<file path="src/rtl/spu_pkg.sv">
// Shared widths, instruction/line types and issue-buffer state encoding.
package spu_pkg;

  localparam int INSTR_W    = 32;
  localparam int PC_W       = 8;
  localparam int LINE_WORDS = 16;

  typedef logic [INSTR_W-1:0] instr_t;
  typedef logic [LINE_WORDS-1:0][INSTR_W-1:0] line_t;

  typedef enum logic {
    FETCH = 1'b0,
    ISSUE = 1'b1
  } state_t;

endpackage

</file>
<file path="src/rtl/instr_issue_buffer.sv">
// Fetches a 16-word line, then issues it as even/odd pairs: first pair one cycle after line_valid.
// stall freezes the current pair; flush overrides everything and refetches at the redirect target.
module instr_issue_buffer
  import spu_pkg::*;
(
  input  logic            clk,
  input  logic            reset,
  output logic            read_enable,
  output logic [PC_W-1:0] fetch_pc,
  input  line_t           line_in,
  input  logic            line_valid,
  output instr_t          instr_even,
  output instr_t          instr_odd,
  output logic [PC_W-1:0] pc_out,
  output logic            even_valid,
  output logic            odd_valid,
  input  logic            stall,
  input  logic            flush,
  input  logic [PC_W-1:0] flush_pc
);

  state_t     state;
  line_t      line_q;
  logic [3:0] idx;
  logic [3:0] idx_odd;
  logic       skip_even;

  always_ff @(posedge clk) begin
    if (reset) begin
      state     <= FETCH;
      fetch_pc  <= '0;
      idx       <= '0;
      skip_even <= 1'b0;
      line_q    <= '0;
    end else if (flush) begin
      // Redirect to the aligned line; an odd target hides the even slot of its first pair.
      state     <= FETCH;
      fetch_pc  <= {flush_pc[7:4], 4'b0000};
      idx       <= {flush_pc[3:1], 1'b0};
      skip_even <= flush_pc[0];
    end else begin
      case (state)
        FETCH: begin
          if (line_valid) begin
            line_q <= line_in;
            state  <= ISSUE;
          end
        end
        ISSUE: begin
          if (!stall) begin
            skip_even <= 1'b0;
            if (idx == 4'd14) begin
              state    <= FETCH;
              fetch_pc <= fetch_pc + 8'd16;
              idx      <= '0;
            end else begin
              idx <= idx + 4'd2;
            end
          end
        end
        default: state <= FETCH;
      endcase
    end
  end

  assign idx_odd     = {idx[3:1], 1'b1};
  assign read_enable = (state == FETCH);
  assign odd_valid   = (state == ISSUE);
  assign even_valid  = (state == ISSUE) && !skip_even;
  assign instr_even  = line_q[idx];
  assign instr_odd   = line_q[idx_odd];
  assign pc_out      = fetch_pc + {4'b0000, idx};

endmodule

</file>
<file path="config.mk">
export PLATFORM = sky130hd
export DESIGN_NAME = instr_issue_buffer
export DESIGN_NICKNAME = d
export VERILOG_FILES = /design/src/rtl/spu_pkg.sv /design/src/rtl/instr_issue_buffer.sv
export SDC_FILE = /design/constraint.sdc
export NUM_CORES = 1
export LEC_CHECK = 0
export ABC_AREA = 0
export CAP_MARGIN = 20
export CORE_AREA = 2 2 234 236
export DETAILED_ROUTE_END_ITERATION = 12
export DIE_AREA = 0 0 236 238
export PLACE_DENSITY = 0.84
export REMOVE_ABC_BUFFERS = 1
export SYNTH_ARGS = -nofsm -noshare
export SYNTH_HDL_FRONTEND = slang
export SYNTH_SLANG_ARGS = --single-unit
</file>
<file path="constraint.sdc">
create_clock -name clk -period 2.96 [get_ports clk]
set_input_delay 0.592 -clock clk [delete_from_list [all_inputs] [get_ports clk]]
set_output_delay 0.592 -clock clk [all_outputs]
set_load 0.02 [all_outputs]
</file>
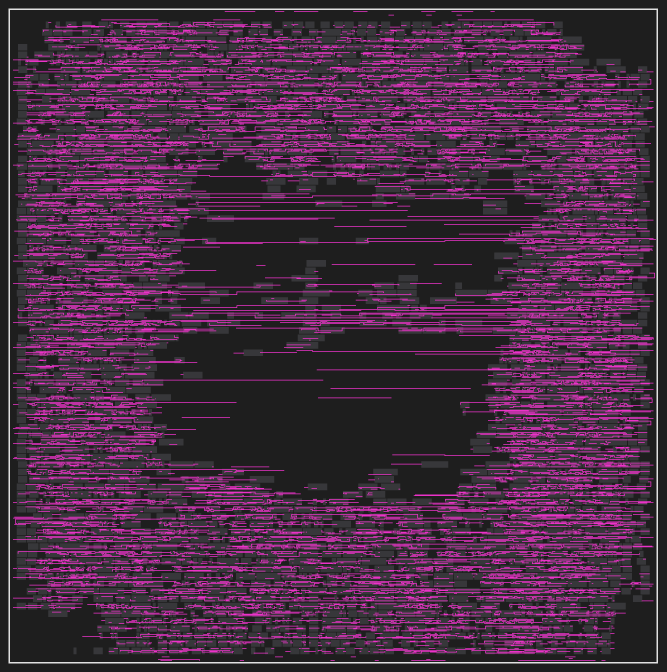
Fig. 1. Metal 1 (run 1).
The layer carries 33.9 mm of wire. The longest straight run is 87.4 um. 3618 nets have wire on it.
M1 GR Usage: 0.358
Routed WL: 89700 um
routed via count: 23500

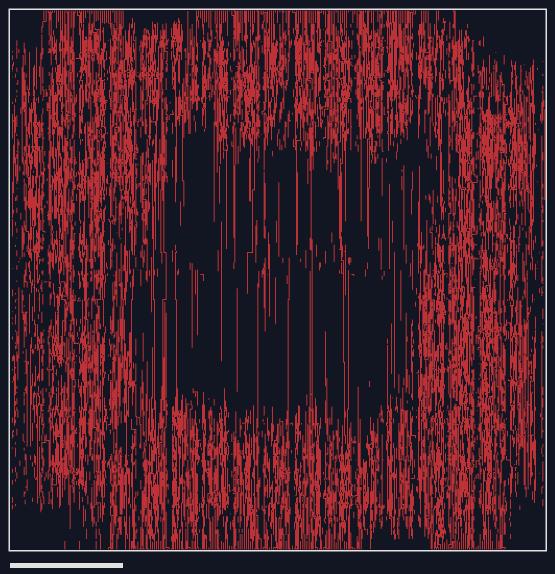
Fig. 2. M2 wires (run 1).
Scale bar: 50 um.
The longest straight run is 78.2 um. The wires run mostly vertical. 3372 nets have wire on it. The layer holds 48% of the routed length.
met2 Resource Use GR: 0.506

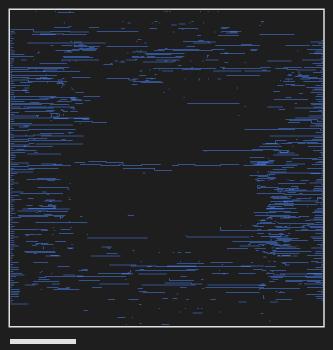
Fig. 3. Met3 routing (run 1).
Scale bar: 50 um.
The layer carries 7970 um of wire. The wires run mostly horizontal. 589 nets have wire on it. The longest straight run is 71.1 um.
met3 usage: 0.0618

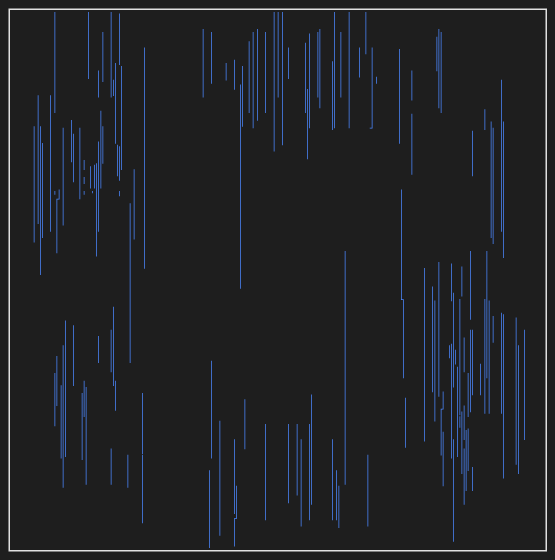
Fig. 4. Met4 routing (run 1).
112 nets have wire on it. The longest straight run is 103 um. The wires run mostly vertical. The layer holds 5.5% of the routed length. The layer carries 4900 um of wire.

==> impl_metrics.csv <==
group,metric,value,unit
worst_setup_path,reg2reg_from,"idx[1]$_SDFFE_PP0P_",
finish,most-common-layout-cells,"nand2_1 (1027), a21oi_1 (553), clkdlybuf4s50_1 (538)",
finish,sh_seq_area,0.305,
finish,largestRegisters,"line_q: 512 flops, fetch_pc: 4 flops, idx: 4 flops",
detailed_routing,viasPerCell,5.61,
sta,slew_headroom,0.387,
sta,setup_violations,46,
cts,clkLatencyLatePin,0.59,ns
power,vdd_drop_max,0.468,mV
finish,register_area,10500,sq um
sta,timing.fmax,0.325,GHz
flow_run,maxCapViolCount,0,
synth,synth_adder_area_share,0.00109,
place,hpwl,54900,um
sta,slew_viol_final,0,
sta,skew,0.00996,ns
power,power,17.8,mW
power,power_leader,"registers",
status,violations,"setup timing",
finish,layout_top_cell,"nand2_1",
power,combPwrFrac,0.194,
sta,fin_ws,-0.116,ns
worst_setup_path,worstSetupPathType,"reg2out",
worst_setup_path,cp_slowest_stage_delay,0.37,ns
status,status,"finished with violations",
finish,layout-drive-gt1-share,0.177,
cts,htreeDepth,2,
power,swShare,0.264,
global_route,overflow,0,
worst_setup_path,r2r_cells,7,
worst_setup_path,cp.arrival,2.48,ns
finish,flop-count,522,
worst_setup_path,critPathCapture,"instr_even[6]",
finish,n_antenna_cell,5,
worst_setup_path,setup.worst_path.start,"idx[2]$_SDFFE_PP0P_",
synth,simple_gate_share,0.180,
Power figures rest on the tool's default switching activity, not on a simulated workload.
